<file path="config.mk">
export PLATFORM = sky130hd
export DESIGN_NAME = term_link
export DESIGN_NICKNAME = d
export VERILOG_FILES = /design/src/rtl/term_link.sv
export SDC_FILE = /design/constraint.sdc
export NUM_CORES = 1
export LEC_CHECK = 0
export ABC_CLOCK_PERIOD_IN_PS = 3300
export CAP_MARGIN = 20
export CORE_MARGIN = 3
export CORE_UTILIZATION = 60
export CTS_CLUSTER_SIZE = 24
export DETAILED_ROUTE_END_ITERATION = 8
export GPL_TIMING_DRIVEN = 1
export PLACE_DENSITY = 0.92
export SYNTH_ARGS = -nofsm -noshare
export SYNTH_HDL_FRONTEND = slang
export SYNTH_SLANG_ARGS = --single-unit
</file>
<file path="constraint.sdc">
create_clock -name hz100 -period 3.3 [get_ports hz100]
set_clock_uncertainty 0.15 [all_clocks]
set_input_delay 0.825 -clock hz100 [delete_from_list [all_inputs] [get_ports hz100]]
set_output_delay 0.825 -clock hz100 [all_outputs]
set_load 0.1 [all_outputs]
</file>
<file path="src/rtl/term_link.sv">
`default_nettype none
// ============================================================================
// Module      : term_link
// Description : Design-side endpoint of the simulator byte link. Buffers user
//               bytes to the host (txclk strobes) and queues host bytes
//               acknowledged with rxclk strobes.
// Revision    : 1.0
// ============================================================================
module term_link #(
    parameter int DEPTH = 4
) (
    input  logic                    hz100,
    input  logic                    reset,
    input  logic                    txready,
    input  logic                    rxready,
    input  logic [7:0]              rxdata,
    output logic [7:0]              txdata,
    output logic                    txclk,
    output logic                    rxclk,
    input  logic [7:0]              in_data,
    input  logic                    in_valid,
    output logic                    in_ready,
    output logic [7:0]              out_data,
    output logic                    out_valid,
    input  logic                    out_ready,
    output logic [$clog2(DEPTH):0]  tx_count,
    output logic [$clog2(DEPTH):0]  rx_count
);
    localparam int AW = $clog2(DEPTH);
    localparam int CW = AW + 1;
    localparam logic [AW-1:0] PTR_ONE  = AW'(1);
    localparam logic [CW-1:0] CNT_ONE  = CW'(1);
    localparam logic [CW-1:0] CNT_FULL = CW'(DEPTH);

    typedef enum logic [1:0] {
        T_IDLE   = 2'd0,
        T_SETUP  = 2'd1,
        T_STROBE = 2'd2,
        T_WAIT   = 2'd3
    } tx_state_t;

    typedef enum logic [1:0] {
        R_IDLE = 2'd0,
        R_ACK  = 2'd1,
        R_WAIT = 2'd2
    } rx_state_t;

    tx_state_t      tx_state;
    rx_state_t      rx_state;
    logic           txr_meta, txr_s;
    logic           rxr_meta, rxr_s;
    logic [7:0]     tx_mem [DEPTH];
    logic [7:0]     rx_mem [DEPTH];
    logic [AW-1:0]  tx_wr, tx_rd, rx_wr, rx_rd;
    logic           tx_push, tx_pop, rx_push, rx_pop;

    // Handshake levels come from the host clock domain.
    always_ff @(posedge hz100) begin
        if (reset) begin
            txr_meta <= 1'b0;
            txr_s    <= 1'b0;
            rxr_meta <= 1'b0;
            rxr_s    <= 1'b0;
        end else begin
            txr_meta <= txready;
            txr_s    <= txr_meta;
            rxr_meta <= rxready;
            rxr_s    <= rxr_meta;
        end
    end

    assign in_ready  = (tx_count != CNT_FULL);
    assign tx_push   = in_valid & in_ready;
    assign tx_pop    = (tx_state == T_STROBE) && (tx_count != '0);
    assign txclk     = (tx_state == T_STROBE);

    // R_ACK is only entered with space available, so the push never overflows.
    assign rx_push   = (rx_state == R_ACK);
    assign rxclk     = (rx_state == R_ACK);
    assign out_valid = (rx_count != '0);
    assign rx_pop    = out_ready & out_valid;
    assign out_data  = rx_mem[rx_rd];

    always_ff @(posedge hz100) begin
        if (reset) begin
            for (int i = 0; i < DEPTH; i++) tx_mem[i] <= 8'h00;
            tx_wr    <= '0;
            tx_rd    <= '0;
            tx_count <= '0;
        end else begin
            if (tx_push) begin
                tx_mem[tx_wr] <= in_data;
                tx_wr         <= tx_wr + PTR_ONE;
            end
            if (tx_pop) tx_rd <= tx_rd + PTR_ONE;
            case ({tx_push, tx_pop})
                2'b10:   tx_count <= tx_count + CNT_ONE;
                2'b01:   tx_count <= tx_count - CNT_ONE;
                default: tx_count <= tx_count;
            endcase
        end
    end

    always_ff @(posedge hz100) begin
        if (reset) begin
            for (int i = 0; i < DEPTH; i++) rx_mem[i] <= 8'h00;
            rx_wr    <= '0;
            rx_rd    <= '0;
            rx_count <= '0;
        end else begin
            if (rx_push) begin
                rx_mem[rx_wr] <= rxdata;
                rx_wr         <= rx_wr + PTR_ONE;
            end
            if (rx_pop) rx_rd <= rx_rd + PTR_ONE;
            case ({rx_push, rx_pop})
                2'b10:   rx_count <= rx_count + CNT_ONE;
                2'b01:   rx_count <= rx_count - CNT_ONE;
                default: rx_count <= rx_count;
            endcase
        end
    end

    // One byte per txready high period: T_WAIT holds until the host drops it.
    always_ff @(posedge hz100) begin
        if (reset) begin
            tx_state <= T_IDLE;
            txdata   <= 8'h00;
        end else begin
            case (tx_state)
                T_IDLE: begin
                    if ((tx_count != '0) && txr_s) begin
                        txdata   <= tx_mem[tx_rd];
                        tx_state <= T_SETUP;
                    end
                end
                T_SETUP:  tx_state <= T_STROBE;
                T_STROBE: tx_state <= T_WAIT;
                T_WAIT:   if (!txr_s) tx_state <= T_IDLE;
                default:  tx_state <= T_IDLE;
            endcase
        end
    end

    always_ff @(posedge hz100) begin
        if (reset) begin
            rx_state <= R_IDLE;
        end else begin
            case (rx_state)
                R_IDLE:  if (rxr_s && (rx_count != CNT_FULL)) rx_state <= R_ACK;
                R_ACK:   rx_state <= R_WAIT;
                R_WAIT:  if (!rxr_s) rx_state <= R_IDLE;
                default: rx_state <= R_IDLE;
            endcase
        end
    end

endmodule
`default_nettype wire

</file>
cell_density.png
Drawn at 4 px/µm. 9 x 9 tiles, from white (low) to dark blue (high), 0 to 100% covered.
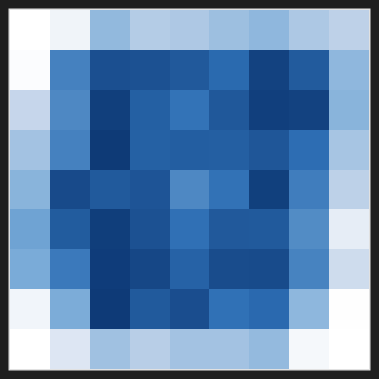
43% of the tiles are over 75% full. 6.2% of the tiles are nearly empty. The emptiest ninth of the die: south-east.
utilization after layout: 74.5%
core box area: 0.00657 mm²
floorplan-stage core utilization: 64.1%

clocks.png
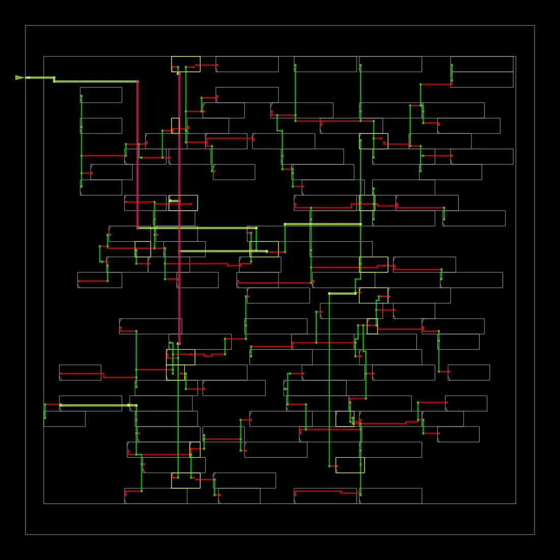
seq_cells: 96
number of CTS-inserted buffers: 9
source-to-sink clock delay at the later pin of the worst-skew pair: 350 ps

wires.png
Drawn at 6 px/µm.
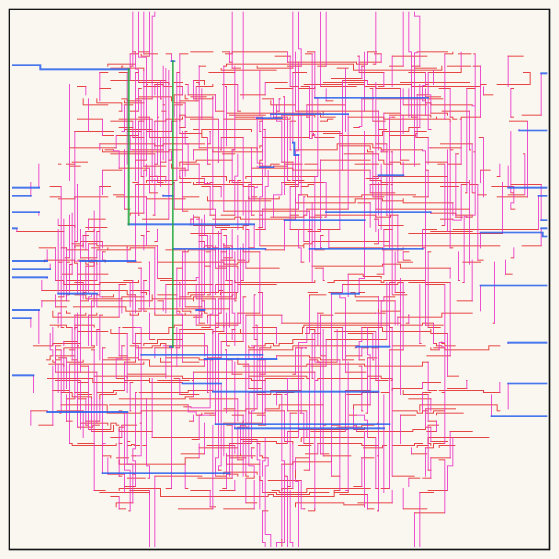
Key: red = metal 1 [wire length 3290 µm]; blue = metal 3 [wire length 435 µm]; green = metal 4 [wire length 73.4 µm]; magenta = metal 2 [wire length 4070 µm]
DR WL/cell: 17.4 µm
wire length reported by the detailed router: 7860 µm
Global Route Usage Sum: 20.6%

power_grid.png
Drawn at 4 px/µm. Pins as bars on the die edge. Tap cells in gray.
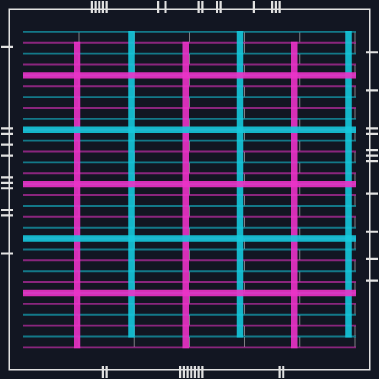
Key: cyan = VDD; magenta = VSS
30 met1 rails follow the rows. 93 tap cells. The core has 29 rows. 5 straps on met5. 48 signal pins sit on the boundary.
horizontal die size: 89.8 µm
die outline height: 89.8 µm
VDD IR max: 0.516 mV

==> flow_results.org <==
#+TITLE: Physical design notes

** Placement
- For this run the detailed placement stage logged an HPWL of 5500 µm.
- Worst setup timing slack at the placement stage :: 297 ps
- Weighted congestion reported at the end of routability-driven placement :: 0.786
- Per the placement log, port buffering inserted roughly 47 buffers.
- Placement-stage cell area :: 0.00472 mm²
- Placed Cells incl. Taps :: approximately 440

** Finish
- The final report gives the standard cell area, fillers excluded, as 0.00489 mm².
- Signed area change from the synthesized netlist to the final layout :: 16.2%
- Inverter count :: 14
- Looking at the area split, the leading class of cells is sequential cells.
- By instance count after routing, the leading logic cell types are 64 x and2_1, 64 x edfxtp_1, 31 x dfxtp_1, 31 x buf_4, 21 x clkdlybuf4s50_1.
- Final Non-Filler Cells :: 453
- 0 antenna diodes ended up in the layout.
- Final-layout clock buffer total :: 9
- Multi-input gates :: 182
- For this run, the post-layout net count is roughly 380.
- Fraction of standard cell area in multi-input logic :: 31.6%
- The post-route netlist has between 20% and 30% of its cells at a drive strength greater than 1.
- Comb area :: between 0.0015 and 0.002 mm²
- Registers take 0.00256 mm².
- Non-clock buffers in the final layout number 52.
- Registers represent a cell area share of 52.4%.
- Buffering overhead :: under 10%
- Share of final layout cell area taken by clock buffers and inverters :: 3.48%
- Leading registers by flop count :: rx_mem x32, tx_mem x32, txdata x8
- The layout has ~410 filler cells.

** Drt
- Highest routing layer actually used :: met4
- Count of nets left with antenna violations after detail routing :: 0
- In the final routing, the length of wire on met1 measures 3290 µm.
- The routed design uses just over 4000 µm of met2 wire.
- Summed over all nets, wire length on met3 after detailed routing comes to roughly 440 µm.
- In the routed layout, each cell is associated on average with a via count of 5.56.
- First-pass DRT Iterations :: 4
- For this block, the via count after detailed routing is 2520.
- Iteration-0 DRC count of the detailed router :: around 140
- # DRC :: 0

** Clocking
- The tree is rooted in a clkbuf_8.
- Post-CTS Repair Setup Buffers :: 0
- Resize count post-CTS :: 0
- Number of H-tree levels :: 3
- Hold repair after CTS inserted 0 buffers.
- Clock tree synthesis found a total of 96 sinks.
- The clock passes through at most 2 buffers.
- The registers of the reported paths see a clock transition of 90 ps.
- TritonCTS built the clock tree.

** Power
- In this run, power in the clock network comes to 669 µW.
- Sequential share of power :: 51.1%
- The power report attributes to the combinational group a share of 25.1%.
- The power report shows net switching accounting for 34.1% of the total.
- The design draws 2810 µW.
- Flip-flop and latch power :: roughly 1400 µW
- The group that draws the most power in this run is registers.
- Int Power :: 1850 µW
- The leakage component of the power was reported as 0.00181 µW.
- Power per Cell Area :: roughly 570 mW/mm²
- Net Switching :: ~960 µW
- Of the total power, the clock network draws 23.8%.
- Total combinational power :: around 700 µW

** Yosys
- Number of nets produced by synthesis :: roughly 330
- Leading cell types by total area after synthesis :: edfxtp_1 46%, dfxtp_1 15%, and2_1 9.5%
- Post-synth top flop :: edfxtp_1
- EDFF count, synth :: 64
- Synth flops :: approximately 96
- During synthesis, Yosys emitted a total of 0 warnings.
- Summing the areas of all compound-gate instances in the mapped netlist gives 6.30% of the synthesized area.
- Async set-or-reset flop fraction in the synthesized netlist :: 0%
- The cell-mix breakdown from Yosys lists the adder-cell area share as 2.44%.
- Largest area contributor in the netlist :: edfxtp_1
- Post-synthesis instance area :: 0.00421 mm²
- In this run, the synthesized area fraction spent on and/or/nand/nor cells is recorded as between 10% and 20%.
- Gate count after technology mapping :: 302
- Multiplexer cells account for 8.56% of the synthesized area.
- By area, the combinational part of the netlist is dominated by simple AND/OR/NAND/NOR gates.
- Summing the sequential cell areas from Yosys gives 60.8% of the chip area.
- Number of cells in Yosys stat :: 302
- Counting distinct cell types in the post-synthesis netlist gives 46.
- Xor-xnor portion of the synthesized cell area :: approximately 2.1%
- Chip area from the yosys synthesis statistics :: 0.00421 mm²
- Mean cell area of the mapped netlist :: 13.9 µm²
- The area fraction of the largest cell type after synthesis is 45.6%.
- By count the netlist is led by 64 x and2_1, 64 x edfxtp_1, 32 x dfxtp_1.

** Critical path
- Bufs and invs on worst path :: 1
- Critical path required time :: roughly 2300 ps
- Critical path's largest stage delay :: 680 ps
- Minimum setup slack among reg-to-reg paths :: between 800 and 900 ps
- Data arrives at the worst endpoint at 1870 ps.
- Maximum fanout along the worst path :: 8
- The worst setup path is captured at an output port.
- Endpoint of the worst register-to-register path :: tx_count[2]
- Launching point of the worst reg2reg path :: tx_count[0]
- STA classifies the critical path startpoint as a flop.
- In this run the critical path is formed by mux4_2 -> buf_4.
- In this design, the largest share of critical-path delay is due to flip-flops.
- The timing report lists the critical path depth as 2 cells.
- Slowest cell on the critical path :: dfxtp_1
- The worst register-to-register path depth is 9.
- Per STA, the endpoint of the critical path is out_data[1].
- WS Path Type :: reg2out

** STA
- Pin slew with the least headroom to its limit :: between 1000 and 1500 ps
- Derived from the worst setup path, the maximum achievable clock frequency is 352 MHz.
- Max Slew Vio Count :: 0
- Worst rel slew slack :: approximately 31%
- Setup total negative slack on the finished layout was measured at 0 ps.
- Least setup slack across all paths after layout :: 456 ps
- Hold WS :: 295 ps
- Post-layout min period :: 2840 ps
- Final tally of setup violations :: 0
- After layout, the worst path uses 86.2% of the clock period.
- Setup repair after global routing missed its margin :: no
- Final hold viol count :: 0

** Floorplanning
- The floorplan report gives the top-level pin count as 48.
- Row count :: 29
- TAP cells :: 93
- Per the OpenROAD floorplan log, the area of the die is 0.00806 mm².

** Min path
- Source of the worst hold timing path :: txr_meta
- Type of the tightest min-delay check :: reg2reg
- For hold timing, the worst endpoint is txr_s.
- Instance count along the most critical hold path :: 1

** Job
- The number of maximum-capacitance violations recorded for the run is 0.
- The stage logs contain a warning count of 28.

** Global route
- Antenna violations before repair :: 0
- The first global-routing pass estimated 13000 µm of wire.
- Vias in the first global route :: 2616
- Grt met3 use :: 4.01%
- In the global route stage, met2 resource usage came out at between 30% and 40%.
- Gr ovfl total :: 0
- Global routing consumed, on the met1 layer, a little over a quarter of the routing resources.
- Most used routing layer in global routing :: met2
- Entering global routing, the biggest net connects 29 pins.

** Outcome
- The run finished with clean final reports.
Power figures rest on the tool's default switching activity, not on a simulated workload.
